Cell area per tile:
9 x 9 tiles, from dark blue (low) to red (high), 0 to 100% covered.
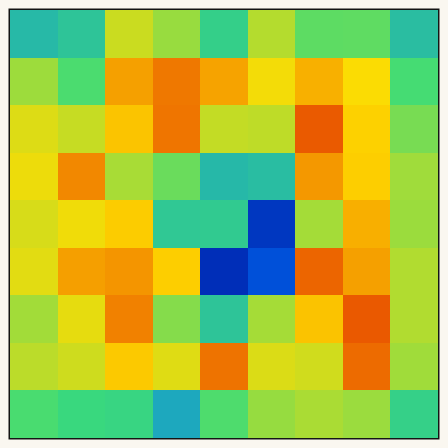
Gate-type map:
Bar = 20 µm.
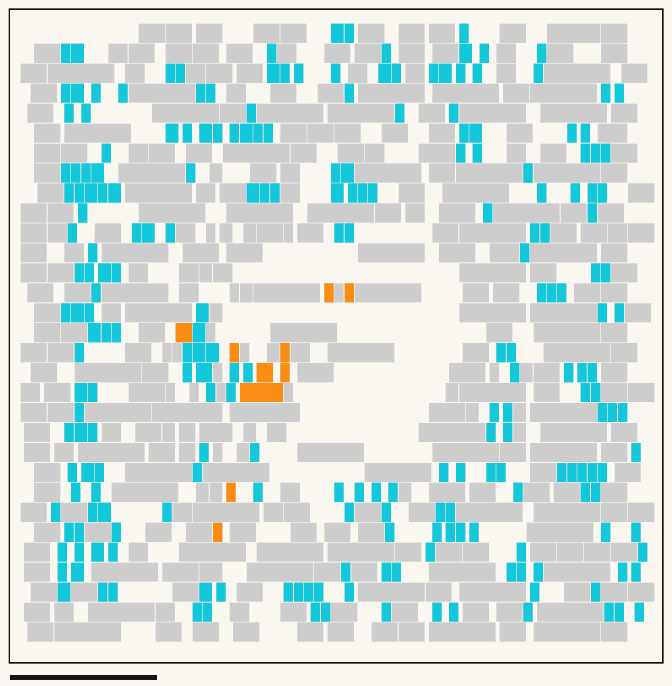
Clock network drawn from the DEF:
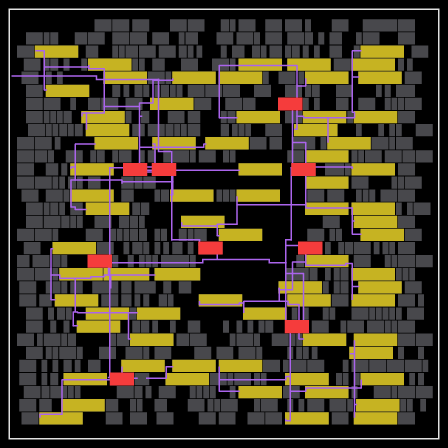
===== config.mk =====
export PLATFORM = sky130hd
export DESIGN_NAME = regfile_port_ctrl
export DESIGN_NICKNAME = d
export VERILOG_FILES = /design/src/rtl/regfile_port_ctrl_pkg.sv /design/src/rtl/regfile_port_arb.sv /design/src/rtl/regfile_port_ctrl.sv
export SDC_FILE = /design/constraint.sdc
export NUM_CORES = 1
export LEC_CHECK = 0
export ABC_AREA = 1
export CAP_MARGIN = 0
export CORE_UTILIZATION = 42
export CTS_CLUSTER_DIAMETER = 40
export CTS_CLUSTER_SIZE = 28
export DETAILED_ROUTE_END_ITERATION = 7
export GPL_TIMING_DRIVEN = 0
export PLACE_DENSITY = 0.85
export SLEW_MARGIN = 40
export SYNTH_ARGS = -nofsm -noshare
export SYNTH_HDL_FRONTEND = slang
export SYNTH_SLANG_ARGS = --single-unit

===== constraint.sdc =====
create_clock -name clk -period 2.55 [get_ports clk]
set_input_delay 0.6375 -clock clk [delete_from_list [all_inputs] [get_ports clk]]
set_output_delay 0.6375 -clock clk [all_outputs]
set_load 0.005 [all_outputs]

===== src/rtl/regfile_port_ctrl_pkg.sv =====
// Shared types and constants for the register-file port sequencer:
// FSM state encoding, latched transaction record and access latencies.
package regfile_port_ctrl_pkg;

   localparam int TXN_DATA_W = 16;
   localparam int TXN_ADDR_W = 5;

   // Edges from request sample to visible done/rdata.
   localparam int RD_LAT = 2;
   localparam int WR_LAT = 4;

   typedef enum logic [2:0] {
      ST_IDLE,
      ST_RD,
      ST_WS,
      ST_WP,
      ST_WH
   } state_e;

   typedef struct packed {
      logic                  we;
      logic [TXN_ADDR_W-1:0] addr_a;
      logic [TXN_ADDR_W-1:0] addr_b;
      logic [TXN_ADDR_W-1:0] addr_d;
      logic [TXN_DATA_W-1:0] wdata;
      logic                  id;
   } txn_t;

endpackage


===== src/rtl/regfile_port_arb.sv =====
// Two-input request arbiter. Round-robin with a last-grant pointer when
// REGFILE_PORT_CTRL_RR_EN is defined, otherwise fixed priority to requester 0.
module regfile_port_arb (
`ifdef REGFILE_PORT_CTRL_RR_EN
   input  logic clk,
   input  logic rst_n,
`endif
   input  logic en,
   input  logic req0,
   input  logic req1,
   output logic pick0,
   output logic pick1
);

`ifdef REGFILE_PORT_CTRL_RR_EN
   logic last_q, last_d;

   // last_q holds the id of the previous winner; the other side wins a tie.
   always_comb begin
      pick0  = en & req0 & (~req1 | last_q);
      pick1  = en & req1 & (~req0 | ~last_q);
      last_d = last_q;
      if (pick0) begin
         last_d = 1'b0;
      end else if (pick1) begin
         last_d = 1'b1;
      end
   end

   always_ff @(posedge clk or negedge rst_n) begin
      if (!rst_n) begin
         last_q <= 1'b1;
      end else begin
         last_q <= last_d;
      end
   end
`else
   always_comb begin
      pick0 = en & req0;
      pick1 = en & req1 & ~req0;
   end
`endif

endmodule


===== src/rtl/regfile_port_ctrl.sv =====
// Arbitrates two requesters onto the register file's read ports and
// edge-triggered write port. Tie policy selected by REGFILE_PORT_CTRL_RR_EN.
module regfile_port_ctrl
   import regfile_port_ctrl_pkg::*;
#(
   // Must match the package transaction widths.
   parameter int DATA_W = TXN_DATA_W,
   parameter int ADDR_W = TXN_ADDR_W
) (
   input  logic              clk,
   input  logic              rst_n,
   input  logic              req0_valid,
   input  logic              req0_we,
   input  logic [ADDR_W-1:0] req0_addr_a,
   input  logic [ADDR_W-1:0] req0_addr_b,
   input  logic [ADDR_W-1:0] req0_addr_d,
   input  logic [DATA_W-1:0] req0_wdata,
   output logic              req0_gnt,
   output logic              req0_done,
   input  logic              req1_valid,
   input  logic              req1_we,
   input  logic [ADDR_W-1:0] req1_addr_a,
   input  logic [ADDR_W-1:0] req1_addr_b,
   input  logic [ADDR_W-1:0] req1_addr_d,
   input  logic [DATA_W-1:0] req1_wdata,
   output logic              req1_gnt,
   output logic              req1_done,
   output logic [DATA_W-1:0] rdata_a,
   output logic [DATA_W-1:0] rdata_b,
   output logic [ADDR_W-1:0] regAddrA,
   output logic [ADDR_W-1:0] regAddrB,
   output logic [ADDR_W-1:0] regAddrD,
   output logic              regReA,
   output logic              regReB,
   output logic              regWeD,
   output logic [DATA_W-1:0] busD,
   input  logic [DATA_W-1:0] busA,
   input  logic [DATA_W-1:0] busB
);

   state_e            state_q, state_d;
   txn_t              txn_q, txn_d;
   logic              gnt0_q, gnt0_d, gnt1_q, gnt1_d;
   logic              done0_q, done0_d, done1_q, done1_d;
   logic              we_q, we_d;
   logic [DATA_W-1:0] rdata_a_q, rdata_a_d, rdata_b_q, rdata_b_d;
   logic              pick0, pick1;

   regfile_port_arb u_arb (
`ifdef REGFILE_PORT_CTRL_RR_EN
      .clk   (clk),
      .rst_n (rst_n),
`endif
      .en    (state_q == ST_IDLE),
      .req0  (req0_valid),
      .req1  (req1_valid),
      .pick0 (pick0),
      .pick1 (pick1)
   );

   always_comb begin
      state_d   = state_q;
      txn_d     = txn_q;
      gnt0_d    = 1'b0;
      gnt1_d    = 1'b0;
      done0_d   = 1'b0;
      done1_d   = 1'b0;
      we_d      = 1'b0;
      rdata_a_d = rdata_a_q;
      rdata_b_d = rdata_b_q;
      case (state_q)
         ST_IDLE: begin
            if (pick0 | pick1) begin
               txn_d.we     = pick1 ? req1_we     : req0_we;
               txn_d.addr_a = pick1 ? req1_addr_a : req0_addr_a;
               txn_d.addr_b = pick1 ? req1_addr_b : req0_addr_b;
               txn_d.addr_d = pick1 ? req1_addr_d : req0_addr_d;
               txn_d.wdata  = pick1 ? req1_wdata  : req0_wdata;
               txn_d.id     = pick1;
               gnt0_d       = pick0;
               gnt1_d       = pick1;
               state_d      = txn_d.we ? ST_WS : ST_RD;
            end
         end
         ST_RD: begin
            rdata_a_d = busA;
            rdata_b_d = busB;
            done0_d   = ~txn_q.id;
            done1_d   = txn_q.id;
            state_d   = ST_IDLE;
         end
         // The strobe is registered from the WS->WP transition so it is
         // a clean flop output for exactly the WP cycle.
         ST_WS: begin
            we_d    = 1'b1;
            state_d = ST_WP;
         end
         ST_WP: state_d = ST_WH;
         ST_WH: begin
            done0_d = ~txn_q.id;
            done1_d = txn_q.id;
            state_d = ST_IDLE;
         end
         default: state_d = ST_IDLE;
      endcase
   end

   always_ff @(posedge clk or negedge rst_n) begin
      if (!rst_n) begin
         state_q   <= ST_IDLE;
         txn_q     <= '0;
         gnt0_q    <= 1'b0;
         gnt1_q    <= 1'b0;
         done0_q   <= 1'b0;
         done1_q   <= 1'b0;
         we_q      <= 1'b0;
         rdata_a_q <= '0;
         rdata_b_q <= '0;
      end else begin
         state_q   <= state_d;
         txn_q     <= txn_d;
         gnt0_q    <= gnt0_d;
         gnt1_q    <= gnt1_d;
         done0_q   <= done0_d;
         done1_q   <= done1_d;
         we_q      <= we_d;
         rdata_a_q <= rdata_a_d;
         rdata_b_q <= rdata_b_d;
      end
   end

   // Address and write data come straight from the latched transaction,
   // so they stay stable from WS through WH.
   assign regAddrA  = txn_q.addr_a;
   assign regAddrB  = txn_q.addr_b;
   assign regAddrD  = txn_q.addr_d;
   assign busD      = txn_q.wdata;
   assign regReA    = (state_q == ST_RD);
   assign regReB    = (state_q == ST_RD);
   assign regWeD    = we_q;
   assign req0_gnt  = gnt0_q;
   assign req1_gnt  = gnt1_q;
   assign req0_done = done0_q;
   assign req1_done = done1_q;
   assign rdata_a   = rdata_a_q;
   assign rdata_b   = rdata_b_q;

endmodule


==> impl_results.rst <==
Synthesis and place-and-route
=============================

.. list-table::
   :header-rows: 1

   * - Metric
     - Value
   * - Outcome
     - complete, no violations
   * - Mux contribution to synthesized area
     - 0%
   * - Wire length of the first global-routing pass
     - 12660 µm
   * - Area Growth Syn to Fin
     - 64.47%
   * - Routability congestion estimate from global placement
     - 0.8091
   * - Setup repair after global routing missed its margin
     - false
   * - PortBufs
     - about 170
   * - Combinational gate power
     - 2.81 mW
   * - First-iteration detailed-routing DRC count
     - 75
   * - Post-route fraction of the period consumed by the critical path
     - between 90% and 100%
   * - Num CTS Buffers
     - 9
   * - Max clock buf depth
     - 2
   * - Tightest Pin Transition
     - 0.4302 ns
   * - Number of buffers inserted by hold repair at cts
     - 0
   * - Number of nets at floorplan
     - ~480
   * - Most common logic cell in the routed design
     - sky130_fd_sc_hd__nand2_1
   * - Stages on the worst setup path
     - 4
   * - Count of instantiated cells in the yosys netlist
     - about 380
   * - Start-to-end type of the worst setup path
     - register to output pin
   * - Overall routed net length
     - 7981 µm
   * - Switching part of the total
     - 32.42%
   * - Synthesis warning total
     - 0
   * - Largest net degree at the start of global routing
     - 45
   * - Largest non-sequential cell family by area
     - simple AND/OR/NAND/NOR gates
   * - Area of the mapped netlist
     - 3169 µm²
   * - Ratio of cells with drive above 1 in the final layout
     - between 10% and 20%
   * - Buf+Inv Stages, Crit Path
     - 3
   * - Cell area power density
     - 1074 nW/µm²
   * - Worst R2R Path Depth
     - 7
   * - Fraction of the mapped netlist area in simple logic gates
     - 30.40%
   * - IR Drop Worst-Case VDD
     - 0.5384 mV
   * - Floorplan core area
     - 7292 µm²
   * - Per-instance average area after synthesis
     - 8.407 µm²
   * - Count of flip-flops with a built-in enable after synthesis
     - 0
   * - Largest delay contributor family on the critical path
     - buffers and inverters
   * - Compound-cell area share of the yosys netlist
     - 1.184%
   * - Gr ovfl total
     - 0
   * - Number of clock sinks
     - 72
   * - Multi-input combinational cell area
     - 1001 µm²
   * - Number of library cell types mapped by synthesis
     - 17
   * - Via count
     - around 3000
   * - Cell count after synthesis
     - 377
   * - DRC violation count after routing
     - 0
   * - Cell-internal power
     - 3.783 mW
   * - Beginning of the critical path
     - state_q[1]
   * - Diode insertion count for antenna repair
     - 0
   * - Data arrival time at the worst-slack endpoint
     - 1.78 ns
   * - Setup fix buffers added after clock tree synthesis
     - 1
   * - Top cells by instance count after synthesis
     - 193 x sky130_fd_sc_hd__nand2_1, 72 x sky130_fd_sc_hd__dfrtp_1, 34 x sky130_fd_sc_hd__buf_4
   * - Slowest stage cell, crit path
     - sky130_fd_sc_hd__clkdlybuf4s50_1
   * - Most used cells in the layout excluding fill and tap cells
     - 193 x sky130_fd_sc_hd__nand2_1, 168 x sky130_fd_sc_hd__clkdlybuf4s50_1, 70 x sky130_fd_sc_hd__dfrtp_1, 36 x sky130_fd_sc_hd__buf_4, 33 x sky130_fd_sc_hd__nand3_1
   * - Synth top area share
     - 56.85%
   * - DIE WIDTH
     - roughly 90 µm
   * - Seq power
     - just under 2 mW
   * - Initial cell density of the core
     - 43.46%
   * - HP Class
     - input port to asynchronous set/reset pin
   * - Ordered cell list for the critical path
     - nor3_4, buf_6, buf_4, clkdlybuf4s50_1
   * - Die height
     - 88.87 µm
   * - Portion of total power attributed to the clock network
     - 14.5%
   * - Via density per instance
     - 4.506
   * - Post-layout min period
     - 2.418 ns
   * - Origin of the critical flop-to-flop path
     - state_q[1]
   * - Highest-power group
     - combinational cells
   * - Number of antenna violations at the first check in global routing
     - 0
   * - Area of the die
     - 7897 µm²
   * - Crit path to
     - regReB
   * - Top fanout value on the critical path
     - 11
   * - Worst path required time
     - 1.91 ns
   * - Synth Seq Share
     - 56.85%
   * - Power drawn by the clock network
     - 0.809 mW
   * - Area fraction in xor and xnor cells
     - 0%
   * - Sequential fraction of design power
     - between 30% and 40%
   * - Vias in the first global route
     - 2899
   * - Slack of the worst reg-to-reg path
     - 1.09 ns
   * - Overall power
     - 5.597 mW
   * - Detailed Routing Iterations Pass 1
     - 4
   * - Stage delay of the slowest cell on the critical path
     - about 0.48 ns
   * - Total GRT Usage
     - 21.20%
   * - Power spent charging and discharging nets
     - 1.814 mW
   * - Most common cell in the synthesized netlist
     - sky130_fd_sc_hd__nand2_1
   * - Flops & latches, synth
     - slightly above 70
   * - Yosys-reported design area after synthesis
     - 3169 µm²
   * - Max_cap viols
     - 0
   * - Final setup violation count
     - 0
   * - Synth Area in Adders
     - 0%
   * - I/O pins
     - 170
   * - Wire length per cell
     - about 12 µm
   * - Fmax
     - approximately 410 MHz
   * - Static Leak
     - 2.525 nW
   * - CTS clock-pin slew for the worst setup and hold paths
     - 0.07 ns
   * - NumNets Final
     - 660
   * - Number of logged tool warnings
     - 26
   * - Async SR Flop Fraction
     - 100.0%
   * - DRT antenna net count
     - 0
   * - Clock network latency to the later pin of the worst-skew pair
     - 0.33 ns
   * - Clock tree from TritonCTS
     - built
   * - Combinational Power Share
     - 50.1%
   * - FF-to-FF End
     - rdata_b[11]
   * - Count of final hold-check violations
     - 0
   * - Accumulated negative setup slack
     - 0 ns
   * - Area used by sequential logic in the layout
     - 1804 µm²
   * - Root Buffer Master
     - sky130_fd_sc_hd__clkbuf_8
   * - CP Capture Type
     - output pin
   * - Final Hold Slack
     - 0.1652 ns
   * - FP Rows
     - 31
   * - # H-tree levels
     - 3
   * - HPWL reported at the end of detailed placement
     - 6146 µm
   * - Final Slew Violations
     - 0
   * - Fill cells
     - between 600 and 700
   * - Main area contributors
     - sky130_fd_sc_hd__dfrtp_1 57%, sky130_fd_sc_hd__nand2_1 23%, sky130_fd_sc_hd__buf_4 8.1%
   * - Max-slew headroom at the worst pin
     - 71.32%
   * - Most common reg cell
     - sky130_fd_sc_hd__dfrtp_1
   * - Startpoint types
     - register
   * - Fin Clk Skew
     - roughly 0.0087 ns
   * - Cell type with the largest total area after synthesis
     - sky130_fd_sc_hd__dfrtp_1
   * - Number of cells upsized or downsized after cts
     - 1
Notes on 'cell area per tile' above:
The mean over all tiles is 64%. The fullest tile reaches 90%. The emptiest ninth of the die: centre.

Notes on 'gate-type map' above:
NAND gates: in cyan, cells 227, most used nand2_1, where spread over the die. NOR gates: in orange, cells 10, most used nor2_1, where centre.

Notes on 'clock network drawn from the DEF' above:
clock wires: in purple, length 836 µm. flip-flops: in yellow, count 72. cells driving clock nets: in red, count 9.
Position of the flops: spread over the die.

==> per-stage QoR <==
stage          instance area [µm²]  worst slack (ns)  utilization [%]  cells
2_1_floorplan                 3169            0.8232                -    377
3_3_place_gp                  4985            -1.565            68.36    645
3_5_place_dp                  5006            0.1839            68.65    646
4_1_cts                       5199         0.0009066            71.29    663
5_1_grt                       5213          0.003852            71.48    664
6_report                      5213            0.1322            71.48    664
==> layout make-up <==
class	instances	share of cell area [%]
clock buffers	11	2.904
clock inverters	5	0.6001
multi-input cells	245	19.20
flip-flops and latches	72	34.61
inverters	13	0.9361
repair buffers	172	33.15
well taps	99	2.376
plain buffers	47	6.217
==> per-layer routing <==
layer	global-route usage [%]	part of all wire, %
met5	0	0
met4	9.677	1.8
met3	6.343	9.3
met2	35.38	48
met1	25.27	41
Power figures rest on the tool's default switching activity, not on a simulated workload.
